### Zoomed window, run 1

Bar = 5 um. Region (30, 56) to (50, 76) um. Cells in gray, sequential cells in the stronger gray; small squares are vias.
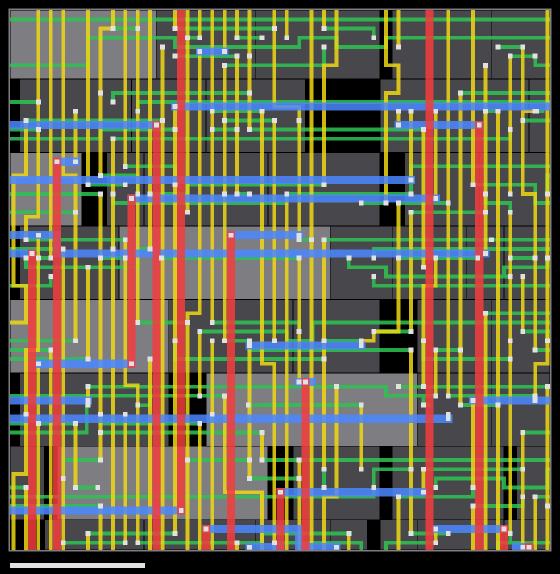
### Signal wires by layer, run 1

Bar = 20 um.
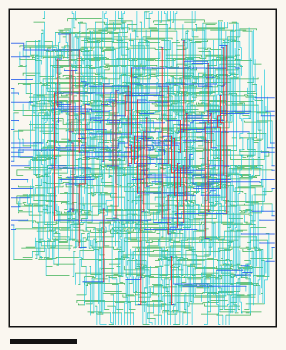
### Congestion heat map, run 1

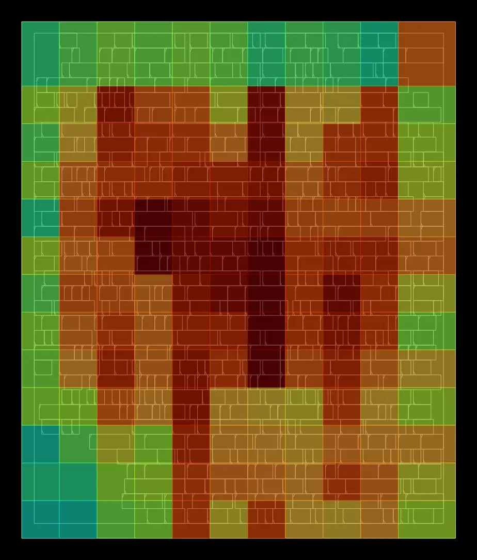
### Gate families picked out, run 1

Bar = 20 um.
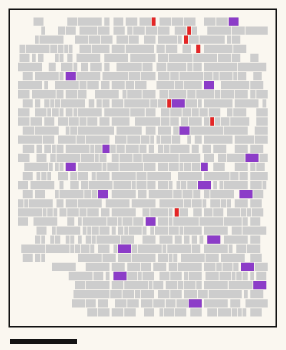
### config.mk
export PLATFORM = sky130hd
export DESIGN_NAME = alu_op_sequencer
export DESIGN_NICKNAME = d
export VERILOG_FILES = /design/src/rtl/alu_op_sequencer_pkg.sv /design/src/rtl/alu_op_sequencer.sv
export SDC_FILE = /design/constraint.sdc
export NUM_CORES = 1
export LEC_CHECK = 0
export CORE_ASPECT_RATIO = 1.2
export CORE_MARGIN = 2
export CORE_UTILIZATION = 50
export CTS_BUF_LIST = sky130_fd_sc_hd__clkbuf_4
export DETAILED_ROUTE_END_ITERATION = 10
export PLACE_DENSITY = 0.84
export SETUP_SLACK_MARGIN = 0.4
export SLEW_MARGIN = 0
export SYNTH_ARGS = -nofsm -noshare
export SYNTH_HDL_FRONTEND = slang
export SYNTH_SLANG_ARGS = --single-unit
### constraint.sdc
create_clock -name clk -period 1.95 [get_ports clk]
set_clock_uncertainty 0.15 [all_clocks]
set_input_delay 0.2925 -clock clk [delete_from_list [all_inputs] [get_ports clk]]
set_output_delay 0.2925 -clock clk [all_outputs]
set_load 0.01 [all_outputs]
### src/rtl/alu_op_sequencer_pkg.sv
// Shared definitions for the ALU op sequencer: request opcodes, ALU control
// encodings, FSM state codes and the opcode-to-control mapping.
package alu_op_sequencer_pkg;

   // Request opcodes on req_op
   localparam logic [1:0] OP_AND = 2'b00;
   localparam logic [1:0] OP_OR  = 2'b01;
   localparam logic [1:0] OP_ADD = 2'b10;
   localparam logic [1:0] OP_SUB = 2'b11;

   // ALU control encodings: [1:0] selects the operation, [2] selects subtract
   localparam logic [3:0] CTRL_AND = 4'b0000;
   localparam logic [3:0] CTRL_OR  = 4'b0001;
   localparam logic [3:0] CTRL_ADD = 4'b0010;
   localparam logic [3:0] CTRL_SUB = 4'b0110;

   // FSM state codes, also visible on the dbg_state port
   localparam logic [2:0] ST_IDLE        = 3'd0;
   localparam logic [2:0] ST_ISSUE       = 3'd1;
   localparam logic [2:0] ST_CAPTURE     = 3'd2;
   localparam logic [2:0] ST_FIX_ISSUE   = 3'd3;
   localparam logic [2:0] ST_FIX_CAPTURE = 3'd4;
   localparam logic [2:0] ST_RESP        = 3'd5;

   // Map a request opcode onto the ALU control word
   function automatic logic [3:0] op_to_ctrl(input logic [1:0] op);
      logic [3:0] ctrl;
      case (op)
         OP_AND:  ctrl = CTRL_AND;
         OP_OR:   ctrl = CTRL_OR;
         OP_ADD:  ctrl = CTRL_ADD;
         default: ctrl = CTRL_SUB;
      endcase
      return ctrl;
   endfunction

   // ADD and SUB carry a chain between bytes; AND and OR do not
   function automatic logic op_is_arith(input logic [1:0] op);
      return op[1];
   endfunction

endpackage

### src/rtl/alu_op_sequencer.sv
// Initiator for an 8-bit ALU. Breaks a NBYTES-wide AND/OR/ADD/SUB request into
// byte passes, repairs the carry/borrow chain with +1/-1 correction passes, and
// returns the wide result on a valid/ready response channel.
//
// Handshakes: a transfer happens on a rising clk edge where valid and ready
// are both high. req_ready is high only in IDLE. resp_valid, once high, stays
// high with resp_result/resp_carry/resp_zero frozen until resp_ready is seen.
//
// ALU timing: alu_a/alu_b/alu_control are registers loaded on the edge that
// enters ISSUE/FIX_ISSUE. The ALU registers them at the end of that cycle and
// presents alu_result/alu_overflow during the following CAPTURE cycle, which
// is sampled at the end of CAPTURE. The response registers are loaded on the
// first RESP cycle, so resp_valid rises 2P+1 edges after the accept edge for
// P byte passes (including corrections).
module alu_op_sequencer
   import alu_op_sequencer_pkg::*;
#(
   parameter int NBYTES = 2,
   localparam int W = 8 * NBYTES
) (
   input  logic         clk,
   input  logic         rst_n,
   input  logic         req_valid,
   output logic         req_ready,
   input  logic [1:0]   req_op,
   input  logic [W-1:0] req_a,
   input  logic [W-1:0] req_b,
   output logic         resp_valid,
   input  logic         resp_ready,
   output logic [W-1:0] resp_result,
   output logic         resp_carry,
   output logic         resp_zero,
   output logic [7:0]   alu_a,
   output logic [7:0]   alu_b,
   output logic [3:0]   alu_control,
   input  logic [7:0]   alu_result,
   input  logic         alu_overflow,
   output logic [2:0]   dbg_state
);

   localparam int IW = (NBYTES > 1) ? $clog2(NBYTES) : 1;

   logic [2:0]    state;
   logic [1:0]    op_q;
   logic [W-1:0]  a_q;
   logic [W-1:0]  b_q;
   logic [W-1:0]  res_q;
   logic          carry_q;
   logic          craw_q;
   logic [IW-1:0] idx;

   logic [7:0]    alu_a_q;
   logic [7:0]    alu_b_q;
   logic [3:0]    alu_ctrl_q;

   logic          resp_valid_q;
   logic [W-1:0]  resp_result_q;
   logic          resp_carry_q;
   logic          resp_zero_q;

   // Combinational helpers for byte selection and the correction decision
   logic [IW+2:0] sh_cur;
   logic [IW+2:0] sh_nxt;
   logic [W-1:0]  byte_mask;
   logic [W-1:0]  res_next;
   logic [7:0]    a_nbyte;
   logic [7:0]    b_nbyte;
   logic          need_fix;
   logic          last_byte;
   logic          pass_carry;
   logic          fix_carry;

   assign sh_cur = {idx, 3'b000};
   assign sh_nxt = {idx + IW'(1), 3'b000};

   // Byte merge for the captured result, next-byte operand select and the
   // carry/borrow bookkeeping used by CAPTURE and FIX_CAPTURE
   always_comb begin
      byte_mask  = W'(8'hFF) << sh_cur;
      res_next   = (res_q & ~byte_mask) | (W'(alu_result) << sh_cur);
      a_nbyte    = 8'(a_q >> sh_nxt);
      b_nbyte    = 8'(b_q >> sh_nxt);
      last_byte  = (idx == IW'(NBYTES - 1));
      // carry_q still holds the chain value coming out of byte idx-1 here
      need_fix   = (idx != '0) &&
                   (((op_q == OP_ADD) && carry_q) ||
                    ((op_q == OP_SUB) && !carry_q));
      pass_carry = op_is_arith(op_q) ? alu_overflow : 1'b0;
      // ADD: carry out if either the raw add or the +1 overflowed.
      // SUB: no borrow only if neither the raw subtract nor the -1 borrowed.
      fix_carry  = (op_q == OP_ADD) ? (craw_q | alu_overflow)
                                    : (craw_q & alu_overflow);
   end

   // Main sequencer FSM: accept, byte passes, corrections, response
   always_ff @(posedge clk) begin
      if (!rst_n) begin
         state         <= ST_IDLE;
         op_q          <= OP_AND;
         a_q           <= '0;
         b_q           <= '0;
         res_q         <= '0;
         carry_q       <= 1'b0;
         craw_q        <= 1'b0;
         idx           <= '0;
         alu_a_q       <= '0;
         alu_b_q       <= '0;
         alu_ctrl_q    <= '0;
         resp_valid_q  <= 1'b0;
         resp_result_q <= '0;
         resp_carry_q  <= 1'b0;
         resp_zero_q   <= 1'b0;
      end else begin
         case (state)
            ST_IDLE: begin
               if (req_valid) begin
                  op_q       <= req_op;
                  a_q        <= req_a;
                  b_q        <= req_b;
                  res_q      <= '0;
                  idx        <= '0;
                  carry_q    <= (req_op == OP_SUB);
                  alu_a_q    <= req_a[7:0];
                  alu_b_q    <= req_b[7:0];
                  alu_ctrl_q <= op_to_ctrl(req_op);
                  state      <= ST_ISSUE;
               end
            end

            ST_ISSUE: begin
               state <= ST_CAPTURE;
            end

            ST_CAPTURE: begin
               res_q  <= res_next;
               craw_q <= alu_overflow;
               if (need_fix) begin
                  // Re-run the byte just produced with +1 (ADD) or -1 (SUB);
                  // alu_control already holds the op's control word
                  alu_a_q <= alu_result;
                  alu_b_q <= 8'h01;
                  state   <= ST_FIX_ISSUE;
               end else begin
                  carry_q <= pass_carry;
                  if (!last_byte) begin
                     idx     <= idx + IW'(1);
                     alu_a_q <= a_nbyte;
                     alu_b_q <= b_nbyte;
                     state   <= ST_ISSUE;
                  end else begin
                     state <= ST_RESP;
                  end
               end
            end

            ST_FIX_ISSUE: begin
               state <= ST_FIX_CAPTURE;
            end

            ST_FIX_CAPTURE: begin
               res_q   <= res_next;
               carry_q <= fix_carry;
               if (!last_byte) begin
                  idx     <= idx + IW'(1);
                  alu_a_q <= a_nbyte;
                  alu_b_q <= b_nbyte;
                  state   <= ST_ISSUE;
               end else begin
                  state <= ST_RESP;
               end
            end

            ST_RESP: begin
               if (!resp_valid_q) begin
                  resp_valid_q  <= 1'b1;
                  resp_result_q <= res_q;
                  resp_carry_q  <= carry_q;
                  resp_zero_q   <= (res_q == '0);
               end else if (resp_ready) begin
                  resp_valid_q <= 1'b0;
                  state        <= ST_IDLE;
               end
            end

            default: begin
               state <= ST_IDLE;
            end
         endcase
      end
   end

   assign req_ready   = (state == ST_IDLE);
   assign resp_valid  = resp_valid_q;
   assign resp_result = resp_result_q;
   assign resp_carry  = resp_carry_q;
   assign resp_zero   = resp_zero_q;
   assign alu_a       = alu_a_q;
   assign alu_b       = alu_b_q;
   assign alu_control = alu_ctrl_q;
   assign dbg_state   = state;

endmodule

==> run summary, run 1 <==
Reports from this run.

- The run finished, with violations left.
- The checks that failed: setup timing.
- The power consumption reads 4.04 mW.
- The number of global-route vias before repair is 3656.
- The I/O pin count is 90.
- The clock slew at the register clock pins of the worst setup and hold paths reads 150 ps.
- The switching component of the power was reported as 1.23 mW.
- The post-synth register bit count is 78.
- The most numerous cell in the Yosys netlist reads sky130_fd_sc_hd__nand2_1.
- The total congestion overflow is 0.
- The hold path depth reads 3.
- The highest clock rate reads 510 MHz.
- The most used flip-flop cell after synthesis is sky130_fd_sc_hd__dfxtp_1.
- The worst reg2reg path depth reads 5.
- The maximum vdd ir drop reads 0.000505 V.
- The count of buffers added on input and output ports is 88.
- The share of final-layout standard cells stronger than drive strength 1 reads 40.9%.
- Per the summary, power density relative to cell area is 707 mW/mm^2.
- The portion of total power attributed to sequential cells reads 43.5%.
- The number of design-rule violations left by the first detailed-router iteration reads 387.
- In the floorplan report the effective utilization is 50.8%.
- The global-route wire length before repair is 17.8 mm.
- The number of nets at floorplan is 465.
- The final instance area is 0.00572 mm^2.
- The die is 79.5 um wide.
- The number of max-cap violations is 0.
- The critical path is of the reg -> reg type.
- The area of the mapped netlist reads 0.00342 mm^2.
- The number of max-slew violations in the final report reads 0.
- The global routing met2 resource utilization is 57.6%.
- The detailed router used layers up to and including met4.
- The period utilization is 101%.
- The final weighted congestion recorded by global placement is 0.875.
- Entering global routing, the biggest net connects 21 pins.
- Sequential power for this build is 1.76 mW.
- The placeable core region reads 0.00673 mm^2.
- The fraction of synthesized cell area taken by the top area cell type is 45.7%.
- The maximum fanout encountered on the critical timing path is 8.
- The switching portion of total power reads 30.4%.
- Setup repair after global routing could not meet its margin everywhere.
- The clock insertion delay at the later pin of the skew report reads 450 ps.
- Yosys attributes the largest share of cell area to sky130_fd_sc_hd__dfxtp_1 46%, sky130_fd_sc_hd__nand2_1 12%, sky130_fd_sc_hd__a21oi_1 10%, sky130_fd_sc_hd__mux2i_1 4.7%, sky130_fd_sc_hd__o21ai_0 2.6%.
- The number of core rows is 33.
- The vias per cell reads 6.17.
- The clock sink total reads 78.
- The number of setup violations in the final report reads 1.
- The cell count listed in synth_stat.txt is 418.
- The sequential element share of the synthesized area is 45.7%.
- The slack of the critical path is -12.5 ps.
- The critical path arrival reads 2160 ps.
- Cell internal power was estimated by the tool at 2.81 mW.
- The startpoint class of the critical path is a flop.
- The category of the worst setup path capture point is a flop.
- The number of nets still failing antenna checks after routing reads 0.
- Once placement finished, the instance area stood at 0.00452 mm^2.
- The power of the clock network reads 1.25 mW.
- The tool warning count is 29.
- The met2 wire length is 7.56 mm.
- In this run, synthesis inferred 0 flip-flops with an integrated enable.
- The cts-stage hold buffer count reads 0.
- The net total in the final layout is 600.
- The cell accounting for the most synthesized area is sky130_fd_sc_hd__dfxtp_1.
- The count of inserted antenna diode cells reads 0.
- The instance count after placement with tap cells included is 591.
- The endpoint required time on the critical path is 2150 ps.
- The commonest cells after synthesis are 113 x sky130_fd_sc_hd__nand2_1, 78 x sky130_fd_sc_hd__dfxtp_1, 68 x sky130_fd_sc_hd__a21oi_1, 18 x sky130_fd_sc_hd__o21ai_0, 16 x sky130_fd_sc_hd__mux2i_1.
- The portion of total power attributed to the clock network is 30.8%.
- The post-synthesis cell count is 418.
## Picture notes: 'Zoomed window'
- red: M4
- blue: M3
- green: M1
- yellow: M2
- netlist names of flops here include: `alu_a` (4), `idx` (1)
- cells with their middle in the window: 31
- sequential cells in the window: 5
- most frequent: buf_4 (7), dfxtp_2 (5)

## Picture notes: 'Signal wires by layer'
- green: M1 (wire length 5210 um)
- cyan: M2 (wire length 7560 um)
- blue: M3 (wire length 1000 um)
- red: M4 (wire length 920 um)
total wire length: 14.7 mm
routed len/inst: 22.8 um
via count: 3980
Total Routing Usage GR: 30.8%

## Picture notes: 'Congestion heat map'
global-route met1 utilization: 33.7%
busiest metal layer after global routing: met2
met3 layer usage reported by global route: 4.21%
Final Util: 84.9%

## Picture notes: 'Gate families picked out'
- red: inv cells (cells 7)
- purple: and/or cells (cells 19)

## run 1: cell families (layout without fill, tap and decap cells)
family | count (synthesis) | in the layout | synth area share, %
AND/OR/NAND/NOR | 166 | 168 | 22.9
flip-flops | 78 | 78 | 45.7
XOR/XNOR | 3 | 3 | 0.769
multiplexers | 20 | 20 | 6.00
AND-OR/OR-AND | 115 | 115 | 19.4
buffers and inverters | 35 | 173 | 5.09
other | 1 | 1 | 0.110
## run 1: critical path: stages, from the launching register on
cell and delay (ps):
sky130_fd_sc_hd__dfxtp_4 400, sky130_fd_sc_hd__buf_8 150, sky130_fd_sc_hd__buf_4 150, sky130_fd_sc_hd__o32a_1 380
sky130_fd_sc_hd__o22a_1 260, sky130_fd_sc_hd__a311oi_2 370
## run 1: flip-flops by register name, indices dropped and copies added, names as in the netlist
name and cells:
b_q 8, idx 1, op_q 2, alu_control 3, craw_q 1, a_q 8
alu_b 8, alu_a 8, resp_carry 1, dbg_state 3, resp_zero 1, carry_q 1
res_q 16, resp_result 16, resp_valid 1
## run 1: how the worst max path moves through the flow
stage	from	end	slack [ps]	cells past startpoint
global placement	req_valid	alu_a[4]$_SDFFE_PN0P_	-200	5
detailed placement	req_valid	alu_a[6]$_SDFFE_PN0P_	-300	5
CTS	dbg_state[0]$_SDFFE_PN0P_	req_ready	210	3
global route	dbg_state[0]$_SDFFE_PN0P_	carry_q$_SDFFE_PN0P_	-130	5
floorplan	dbg_state[2]$_SDFFE_PN0P_	res_q[10]$_SDFFE_PN0P_	150	6
finish	dbg_state[0]$_SDFFE_PN0P_	carry_q$_SDFFE_PN0P_	-10	5
## run 1: layout make-up
cell class	count	area (um^2)	share of cell area [%]
repair buffers	150	1490	26.1
multi-input cells	307	2320	40.6
flip-flops and latches	78	1590	27.8
inverters	7	26.3	0.460
clock inverters	7	113	1.97
well taps	87	109	1.90
clock buffers	9	67.6	1.18
## run 1: cells in the final DEF (no fill, tap or decap), drive strengths merged, types with 3 or more instances in the layout
cell type      netlist  final
nand2              113    113
and3                 7      7
nand3                4      4
a21boi               7      7
nor4                 7      7
clkinv               0      4
mux2                 4      4
o21ai               18     18
clkbuf              13     10
a2111oi              4      4
and2                 4      4
or2                  2      4
dfxtp               78     78
dlygate4sd2          0     29
bufinv               0      3
inv                  7      7
nor2b                3      3
a211oi               4      4
buf                 15     65
nor2                13     13
nor3                 4      4
clkdlybuf4s50        0     46
mux2i               16     16
a21oi               68     68
a31oi                3      3
clkdlybuf4s15        0      9
a221oi               4      4
## run 1: stage by stage
| stage | setup slack (ps) | TNS (ps) | hold WS [ps] |
|---|---|---|---|
| floorplan | 152 | 0 | 278 |
| global placement | -196 | -2690 | 287 |
| detailed placement | -297 | -4090 | 296 |
| CTS | 212 | 0 | 251 |
| global route | -134 | -134 | 255 |
| finish | -12.5 | -12.5 | 264 |
## run 1: repair_timing
action,4_1_cts,5_1_grt
pin swaps,47,43
gates resized,179,99
setup buffers,20,10
endpoints found under the hold margin,0,0
endpoints found under the setup margin,99,88
gates cloned,4,4
## Run 2: what changed since run 1
--- a/config.mk
+++ b/config.mk
@@ -7,12 +7,11 @@
 export LEC_CHECK = 0
 export CORE_ASPECT_RATIO = 1.2
 export CORE_MARGIN = 2
-export CORE_UTILIZATION = 50
+export CORE_UTILIZATION = 40
 export CTS_BUF_LIST = sky130_fd_sc_hd__clkbuf_4
 export DETAILED_ROUTE_END_ITERATION = 10
-export PLACE_DENSITY = 0.84
+export PLACE_DENSITY = 0.7
 export SETUP_SLACK_MARGIN = 0.4
-export SLEW_MARGIN = 0
 export SYNTH_ARGS = -nofsm -noshare
 export SYNTH_HDL_FRONTEND = slang
 export SYNTH_SLANG_ARGS = --single-unit
### Where the registers sit, run 2

Bar = 20 um. Other sequential cells in the stronger gray, the rest of the logic in the fainter gray.
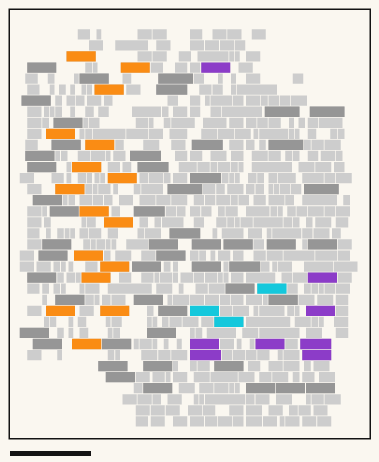
- cyan: `alu_control` (sequential cells 3)
- purple: `alu_b` (sequential cells 8; where bottom right)
- orange: `res_q` (sequential cells 16)
FF/Latch Area: 0.00160 mm^2
Final Util: 68.6%

### Zoomed window, run 2

Bar = 5 um. Region (34, 64) to (54, 84) um. Cells in gray, sequential cells in the stronger gray; small squares are vias.
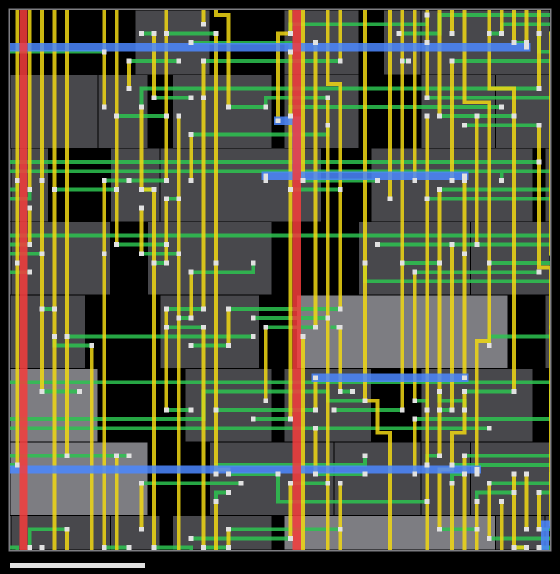

==> run 2 against run 1 <==
Critical endpoint is now alu_control[0]$_SDFFE_PN0P_; synthesized cell count did not move; sequential power barely moved; register-to-register slack improved by 170 ps; cell area fell by 1.6%; highest routed layer unchanged; the flow now finishes without violations; via count fell by 8.4%; core utilization fell by 16 points; die area rose by 24%.
==> run summary, run 2 <==
Reports from this run.

- The post-synthesis cell count reads 418 (unchanged).
- The number of core rows came to 36 (was 33).
- The sequential element share of the synthesized area is 45.7% (unchanged).
- The area of the multi-input gates came to 0.00227 mm^2 (was 0.00232 mm^2).
- The tally of filler cells in the layout reads 632 (was 336).
- The part of the total power dissipated in combinational logic is 25.3% (was 25.7%).
- The largest net degree at the start of global routing is 32 (was 21).
- The initial antenna violation count reads 0 (unchanged).
- The worst hold slack is 246 ps (was 264 ps).
- The routability congestion estimate is 0.890 (was 0.875).
- The total die size is 0.00930 mm^2 (was 0.00752 mm^2).
- The clock tree from TritonCTS is done (unchanged).
- The number of nets still failing antenna checks after routing was 0 (unchanged).
- The critical path's top delay family is buffers and inverters (was AND-OR/OR-AND gates).
- The tally of unique sky130hd cells used after synthesis reads 48 (unchanged).
- The post-detailed-placement half-perimeter wirelength is 7.14 mm (was 6.88 mm).
- The pin closest to its max-slew limit shows a slew of 507 ps.
- The vias per cell is 5.49 (was 6.17).
- The maximum fanout encountered on the critical timing path reads 7 (was 8).
- The type of the setup path with the least slack reads reg -> reg (unchanged).
- The final period demand of the worst path reads 1790 ps (was 1960 ps).
- The count of inserted antenna diode cells is 0 (unchanged).
- The number of buffers added by the clock tree synthesis step reads 9 (unchanged).
- The most numerous cell in the Yosys netlist is sky130_fd_sc_hd__nand2_1 (unchanged).
- The maximum level of the CTS H-tree came to 3 (unchanged).
- The period utilization reads 91.9% (was 101%).
- The total power density per cell area reads 681 mW/mm^2 (was 707 mW/mm^2).
- The fraction of registers with async set or reset after synthesis is 0% (unchanged).
- The number of design-rule violations left by the first detailed-router iteration is 177 (was 387).
- Outcome: completed (was finished with violations).
- Most frequent cells in the layout: 86 x sky130_fd_sc_hd__nand2_1, 62 x sky130_fd_sc_hd__dfxtp_1, 46 x sky130_fd_sc_hd__clkdlybuf4s50_1 (was 81 x sky130_fd_sc_hd__nand2_1, 65 x sky130_fd_sc_hd__dfxtp_1, 46 x sky130_fd_sc_hd__clkdlybuf4s50_1).
- The clock slew at the register clock pins of the worst setup and hold paths is 140 ps (was 150 ps).
- The number of flops mapped to enable cells by yosys is 0 (unchanged).
- Most common library cells after synthesis: 113 x sky130_fd_sc_hd__nand2_1, 78 x sky130_fd_sc_hd__dfxtp_1, 68 x sky130_fd_sc_hd__a21oi_1, 18 x sky130_fd_sc_hd__o21ai_0, 16 x sky130_fd_sc_hd__mux2i_1 (unchanged).
- The count of warnings emitted by yosys is 0 (unchanged).
- The clock insertion delay at the later pin of the skew report reads 420 ps (was 450 ps).
- The placeable core region reads 0.00820 mm^2 (was 0.00673 mm^2).
- Setup repair after global routing missed its margin: true (unchanged).
- The register bit count reported by yosys reads 78 (unchanged).
- The portion of total power attributed to sequential cells is 45.6% (was 43.5%).
- The number of nets at floorplan reads 465 (unchanged).
- The endpoint required time on the critical path reads 2180 ps (was 2150 ps).
- The die extent in x is 88.4 um (was 79.5 um).
- The final instance area reads 0.00562 mm^2 (was 0.00572 mm^2).
- The main flop type is sky130_fd_sc_hd__dfxtp_1 (unchanged).
- The worst-case headroom to the max-slew limit reads 66.1%.
- The number of global-route vias before repair is 3764 (was 3656).
- The number of DRC violations after detailed routing is 0 (unchanged).
- The total congestion overflow came to 0 (unchanged).
- The maximum vdd ir drop came to 0.000411 V (was 0.000505 V).
- The launch instance of the worst register-to-register path is dbg_state[1]$_SDFFE_PN0P_ (was dbg_state[0]$_SDFFE_PN0P_).
- The critical path buffer and inverter count reads 4 (was 2).
- The number of max-cap violations is 0 (unchanged).
- The most frequent logic cell in the layout reads sky130_fd_sc_hd__nand2_1 (unchanged).
- The floorplan-stage core utilization reads 41.7% (was 50.8%).
- The category of the worst setup path capture point is a flop (unchanged).
- The internal power is 2.68 mW (was 2.81 mW).
- The number of max-slew violations in the final report is 0 (unchanged).
- The floorplan die height is 105 um (was 94.6 um).
- The power spent charging and discharging nets came to 1.15 mW (was 1.23 mW).
- The I/O pin count was 90 (unchanged).
- The maximum clock path buffer count is 2 (unchanged).
- The fraction of synthesized cell area taken by the top area cell type is 45.7% (unchanged).
- The overall track demand over capacity in global routing is 26.0% (was 30.8%).
- The worst-path cell with the longest stage delay is sky130_fd_sc_hd__dfxtp_4 (unchanged).
- The via count of the routed design reads 3646 (was 3980).
- The share of final-layout standard cells stronger than drive strength 1 reads 39.5% (was 40.9%).
- The cell count listed in synth_stat.txt is 418 (unchanged).
- The longest individual stage delay on the worst path is 380 ps (was 400 ps).
- The startpoint of the lowest-slack hold path is req_b[6] (was req_b[4]).
- The area of the mapped netlist is 0.00342 mm^2 (unchanged).
- The wire length reported by the detailed router was 11.9 mm (was 14.7 mm).
- The highest clock rate was 558 MHz (was 510 MHz).
- The average wire per standard cell reads 17.9 um (was 22.8 um).
- The number of search-and-repair iterations in the first detailed-routing pass is 5 (unchanged).
- The global-route wire length before repair came to 18.8 mm (was 17.8 mm).
- Top cells, area: sky130_fd_sc_hd__dfxtp_1 46%, sky130_fd_sc_hd__nand2_1 12%, sky130_fd_sc_hd__a21oi_1 10%, sky130_fd_sc_hd__mux2i_1 4.7%, sky130_fd_sc_hd__o21ai_0 2.6% (unchanged).
- The post-synthesis area per instance is 8.18 um^2 (unchanged).
- The switching portion of total power came to 30.0% (was 30.4%).
- The tool warning count came to 29 (unchanged).
- The portion of total power attributed to the clock network reads 29.2% (was 30.8%).
- The startpoint class of the critical path is a flop (unchanged).
- The launching element of the worst setup path is dbg_state[1]$_SDFFE_PN0P_ (was dbg_state[0]$_SDFFE_PN0P_).
- The number of setup violations in the final report is 0 (was 1).
- The clock sink total is 78 (unchanged).
- The yosys synthesis chip area is 0.00342 mm^2 (unchanged).
- The critical path arrival came to 2020 ps (was 2160 ps).
- The cell accounting for the most synthesized area is sky130_fd_sc_hd__dfxtp_1 (unchanged).
- The net total in the final layout is 592 (was 600).
- The final hold violation count is 0 (unchanged).
- The area added between synthesis and finish reads 64.5% (was 67.2%).
- The cell area after placement reads 0.00460 mm^2 (was 0.00452 mm^2).
- The leakage power summed over all cells reads 2.14 nW (was 2.25 nW).
- The kind of path behind the tightest hold check reads in -> reg (unchanged).
- The clock root buffer master is sky130_fd_sc_hd__clkbuf_4 (unchanged).
- Worst-path cell chain: buf_8 > buf_4 > nor4b_4 > buf_6 > buf_12 > nand3b_1 > a21oi_2 (was buf_8 > buf_4 > o32a_1 > o22a_1 > a311oi_2).
- The port buffer count came to 88 (unchanged).
### Congestion heat map, run 2

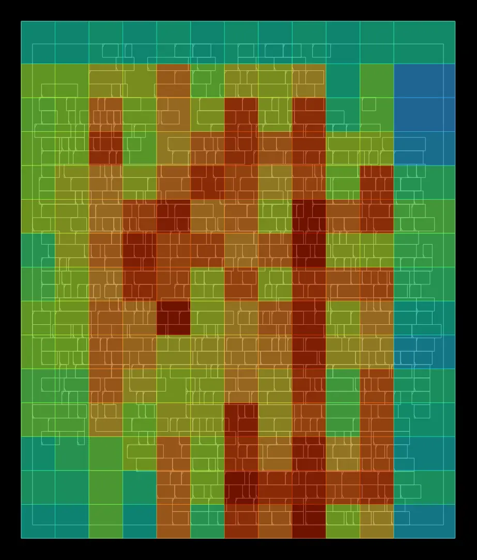
met2 Track Usage GR: 45.1%
global-route met1 utilization: 30.7%

[run 2: netlist changes by cell type in the layout (fill, tap and decap cells not counted), moves of 4 or more]
cell,change
sky130_fd_sc_hd__nand2_4,-6
sky130_fd_sc_hd__buf_8,-4
sky130_fd_sc_hd__dlygate4sd2_1,-11
sky130_fd_sc_hd__buf_6,-5
sky130_fd_sc_hd__nand2_1,+5
sky130_fd_sc_hd__a21oi_1,+4
sky130_fd_sc_hd__clkdlybuf4s15_1,+9
[run 2: layout make-up]
type / count / area share, %
clock buffers: 9 / 1.20
clock inverters: 7 / 1.69
inverters: 7 / 0.467
multi-input cells: 306 / 40.4
flip-flops and latches: 78 / 28.4
well taps: 114 / 2.54
repair buffers: 143 / 25.3
[run 2: metal layers]
layer	wire length, um	share of wire, %	track usage, %	up-vias
li1	-	-	-	1713
met1	4640	39	30.7	1754
met2	6290	53	45.1	142
met3	575	4.8	4.93	37
met4	396	3.3	10.6	0
met5	0	0	0	-
[run 2: worst paths after layout]
path / endpoint / slack [ps] / cells after the start
max: alu_control[0]$_SDFFE_PN0P_ / 160 / 7
min: alu_b[6]$_SDFFE_PN0P_ / 250 / 3
max reg2reg: alu_control[0]$_SDFFE_PN0P_ / 160 / 7
min reg2reg: resp_result[9]$_SDFFE_PN0P_ / 310 / 2
[run 2: worst reg2reg max path, stage by stage, from the launching register on]
cell	delay (ps)
sky130_fd_sc_hd__dfxtp_4	380
sky130_fd_sc_hd__buf_8	140
sky130_fd_sc_hd__buf_4	140
sky130_fd_sc_hd__nor4b_4	280
sky130_fd_sc_hd__buf_6	220
sky130_fd_sc_hd__buf_12	170
sky130_fd_sc_hd__nand3b_1	140
sky130_fd_sc_hd__a21oi_2	140
[run 2: cells by family after synthesis]
logic type	count (synthesis)	share of synthesized area [%]
AND-OR/OR-AND	115	19.4
XOR/XNOR	3	0.769
buffers and inverters	35	5.09
flip-flops	78	45.7
multiplexers	20	6.00
other	1	0.110
AND/OR/NAND/NOR	166	22.9
[run 2: what timing repair did]
item	4_1_cts	5_1_grt
setup buffers	16	5
cloned	6	0
endpoints found under the setup margin	98	103
gates resized	174	95
pin swaps	43	26
hold buffers	0	0
[run 2: stage by stage]
stage | power [mW] | TNS, ps | std cells | setup WS [ps] | utilization, %
3_3_place_gp | 2.42 | -894 | 621 | -99.9 | 56.1
3_5_place_dp | 2.43 | -1400 | 621 | -144 | 56.1
6_report | 3.83 | 0 | 664 | 159 | 68.6
2_1_floorplan | 2.12 | 0 | 418 | 152 | -
4_1_cts | 3.70 | 0 | 659 | 199 | 64.8
5_1_grt | 3.97 | 0 | 664 | 88.9 | 68.6
[run 2: power groups by stage]
stage                     clock [mW]  combinational (mW)  sequential (mW)
after detailed placement           0               0.658             1.77
after global routing            1.19                1.03             1.75
final                           1.12               0.968             1.75
after floorplan                    0               0.353             1.77
after global placement             0               0.650             1.77
after CTS                       1.13               0.835             1.74
Power is estimated from default activity; no workload was simulated.
